## src/rtl/cg_write_arbiter.sv

```systemverilog
// Round-robin write arbiter for a shared enabled register,
// plus clock-gate control that sleeps the register clock when idle.
module cg_write_arbiter #(
  parameter int N_REQ       = 4,
  parameter int WIDTH       = 8,
  parameter int IDLE_CYCLES = 3
) (
  input  logic                   CLK,
  input  logic                   RST_N,
  input  logic [N_REQ-1:0]       REQ,
  input  logic [N_REQ*WIDTH-1:0] REQ_DATA,
  output logic [N_REQ-1:0]       GNT,
  output logic [WIDTH-1:0]       D_IN,
  output logic                   EN,
  output logic                   CG_EN,
  output logic [15:0]            WAKE_CNT
);

  localparam int PW = (N_REQ > 1) ? $clog2(N_REQ) : 1;
  localparam int CW = $clog2(IDLE_CYCLES + 1);

  typedef enum logic [1:0] {
    SLEEP  = 2'd0,
    WAKE   = 2'd1,
    ACTIVE = 2'd2
  } state_t;

  state_t           state, state_nxt;
  logic [PW-1:0]    rr_ptr, rr_nxt;
  logic [CW-1:0]    idle_cnt, idle_nxt;
  logic [N_REQ-1:0] gnt_nxt;
  logic [WIDTH-1:0] d_in_nxt;
  logic             en_nxt;
  logic             cg_nxt;
  logic [15:0]      wake_nxt;

  logic [PW-1:0]    g;
  logic [PW-1:0]    g_try;
  logic             found;

  // Search starts one past the last winner so service rotates.
  always_comb begin
    found = 1'b0;
    g     = rr_ptr;
    g_try = rr_ptr;
    for (int k = 1; k <= N_REQ; k++) begin
      g_try = PW'((int'(rr_ptr) + k) % N_REQ);
      if (!found && REQ[g_try]) begin
        found = 1'b1;
        g     = g_try;
      end
    end
  end

  always_comb begin
    state_nxt = state;
    rr_nxt    = rr_ptr;
    idle_nxt  = idle_cnt;
    gnt_nxt   = '0;
    d_in_nxt  = D_IN;
    en_nxt    = 1'b0;
    cg_nxt    = CG_EN;
    wake_nxt  = WAKE_CNT;
    unique case (state)
      SLEEP: begin
        cg_nxt = 1'b0;
        if (|REQ) begin
          state_nxt = WAKE;
          cg_nxt    = 1'b1;
          wake_nxt  = WAKE_CNT + 16'd1;
        end
      end
      WAKE: begin
        cg_nxt    = 1'b1;
        state_nxt = ACTIVE;
      end
      ACTIVE: begin
        if (found) begin
          gnt_nxt  = {{(N_REQ-1){1'b0}}, 1'b1} << g;
          d_in_nxt = REQ_DATA[g*WIDTH +: WIDTH];
          en_nxt   = 1'b1;
          rr_nxt   = g;
          idle_nxt = '0;
        end else if (idle_cnt == CW'(IDLE_CYCLES - 1)) begin
          state_nxt = SLEEP;
          cg_nxt    = 1'b0;
          idle_nxt  = '0;
        end else begin
          idle_nxt = idle_cnt + CW'(1);
        end
      end
      default: begin
        state_nxt = SLEEP;
        cg_nxt    = 1'b0;
      end
    endcase
  end

  always_ff @(posedge CLK or negedge RST_N) begin
    if (!RST_N) begin
      state    <= SLEEP;
      rr_ptr   <= PW'(N_REQ - 1);
      idle_cnt <= '0;
      GNT      <= '0;
      D_IN     <= '0;
      EN       <= 1'b0;
      CG_EN    <= 1'b0;
      WAKE_CNT <= '0;
    end else begin
      state    <= state_nxt;
      rr_ptr   <= rr_nxt;
      idle_cnt <= idle_nxt;
      GNT      <= gnt_nxt;
      D_IN     <= d_in_nxt;
      EN       <= en_nxt;
      CG_EN    <= cg_nxt;
      WAKE_CNT <= wake_nxt;
    end
  end

endmodule
```

## config.mk

```make
export PLATFORM = sky130hd
export DESIGN_NAME = cg_write_arbiter
export DESIGN_NICKNAME = d
export VERILOG_FILES = /design/src/rtl/cg_write_arbiter.sv
export SDC_FILE = /design/constraint.sdc
export NUM_CORES = 1
export LEC_CHECK = 0
export CAP_MARGIN = 20
export CORE_MARGIN = 1.5
export CORE_UTILIZATION = 43
export CTS_CLUSTER_DIAMETER = 40
export DETAILED_ROUTE_END_ITERATION = 10
export PLACE_DENSITY = 0.77
export SLEW_MARGIN = 25
export SYNTH_ARGS = -nofsm -noshare
export SYNTH_HDL_FRONTEND = slang
export SYNTH_SLANG_ARGS = --single-unit
```

## constraint.sdc

```tcl
create_clock -name CLK -period 2.2 [get_ports CLK]
set_clock_uncertainty 0.1 [all_clocks]
set_input_delay 0.22 -clock CLK [delete_from_list [all_inputs] [get_ports CLK]]
set_output_delay 0.22 -clock CLK [all_outputs]
set_load 0.02 [all_outputs]
```

==> Flow_metrics.wiki <==
== Implementation results ==
{| class="wikitable"
! Metric !! Value
|-
| Met2 layer wire length in the routed design || 1.86 mm
|-
| Mean post-synth cell area || 10.6 um^2
|-
| Clkbuf count || 8
|-
| Peak clock frequency supported by timing || 537 MHz
|-
| Number of flip-flops under the largest register name || 16
|-
| Crit path max-delay family || flip-flops
|-
| Proportion of layout cells with a drive suffix above 1 || 0.101
|-
| Unique masters post-synth || 35
|-
| Worst hold-check path type || register to register
|-
| Overall fraction of global-route tracks in use || 0.190
|-
| Power drawn by the combinational cells || roughly 1.5 mW
|-
| Standby leakage power || 1.18 nW
|-
| Nets@finish || 286
|-
| Initial drt markers || 50
|-
| Setup bufs post-CTS || 0
|-
| Yosys warnings || 0
|-
| Plain + repair buffers || 77
|-
| Number of antenna cells inserted || 0
|-
| Worst slew pin tran || about 770 ps
|-
| VDD IR-drop max || 0.000811 V
|-
| Vert. Die Dim || ~67 um
|-
| CTS sink count || 36
|-
| Comb area share || 0.310
|-
| Dominant cell by count in the synthesized netlist || dfrtp_1
|-
| Pre-CTS worst setup slack || 153 ps
|-
| Post-route worst hold slack || 373 ps
|-
| Design Power || 3.05 mW
|-
| Result of the run || finished clean
|-
| Instance area after placement || 2560 um^2
|-
| Post-route DRC || 0
|-
| Number of synthesized flops with an enable pin || 0
|-
| Met3 layer wire length in the routed design || 303 um
|-
| First drt pass iteration count || 4
|-
| Mux share of post-synthesis cell area || 0.0965
|-
| Highest-count logic cell in the final layout || clkdlybuf4s50_1
|-
| Kind of launch point of the worst setup path || register
|-
| Worst Hold Path EP || WAKE_CNT[15]$_DFFE_PN0P_
|-
| Setup_tns || 0 ps
|-
| Routed via count || around 1,500
|-
| Crit-path max FO || 20
|-
| Share of flip-flops with an asynchronous set or reset after synthesis || 1.00
|-
| Pins over their slew limit || 0
|-
| Multi-input logic area || 823 um^2
|-
| Clock tree from TritonCTS || built
|-
| Slowest CP cell || dfstp_2
|-
| Registers, synthesis || 36
|-
| Clock network fraction of design power || 0.158
|-
| GP Congestion || 0.778
|-
| Cell kind with the greatest summed area || flip-flops and latches
|-
| Yosys Chip Area || 1780 um^2
|-
| Floorplan Core Area || 4000 um^2
|-
| Cell count in the Yosys report || 168
|-
| Design internal power || ~1.9 mW
|-
| Flop share of the area || 0.340
|-
| Layout-stage area growth over the synthesis result || 49.6%
|-
| Final worst path period need || 1860 ps
|-
| GRT Residual Overflow || 0
|-
| Max layer used || met4
|}
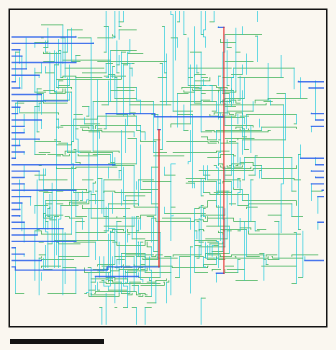
**Above:** signal wires by layer.
Bar = 20 um.
Key: green = met1 [wire length 1,540 um]; cyan = met2 [wire length 1,860 um]; red = met4 [wire length 81.6 um]; blue = met3 [wire length 304 um]

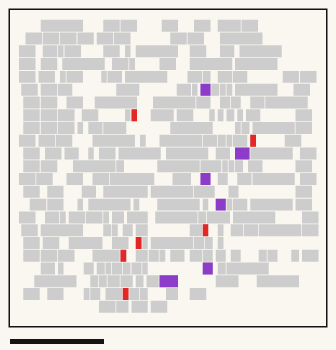
**Above:** selected gate families.
Bar = 20 um.
Key: red = inverters [cells 6, most used inv_1]; purple = AND and OR gates [cells 6, most used and3_1]

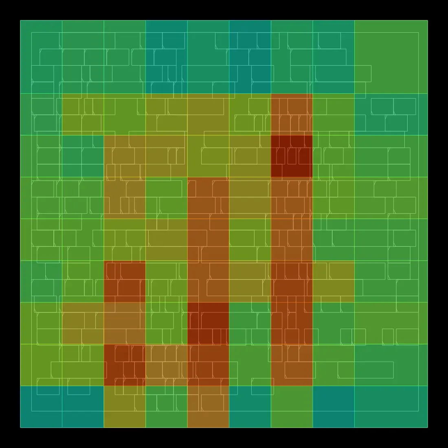
**Above:** track usage over the die.
Wirelength per Cell: 12.7 um
GR Layer Usage met1: 0.213
met3 Track Usage GR: 0.0650
most crowded layer after global routing: met2
post-layout util: 0.664

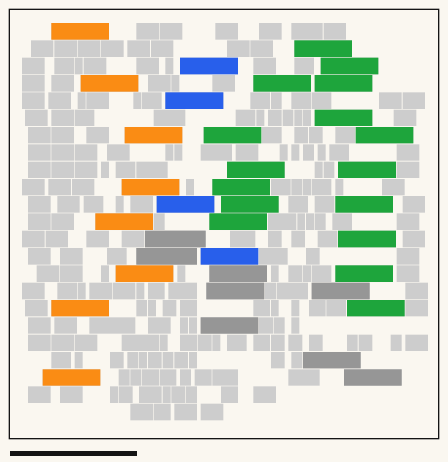
**Above:** register map, names as in the netlist.
Bar = 20 um.
Key: orange = `D_IN` [placed flops 8]; green = `WAKE_CNT` [placed flops 16]; blue = `GNT` [placed flops 4]
Another 8 sequential cells are not coloured.

Power and IR drop assume default switching activity.
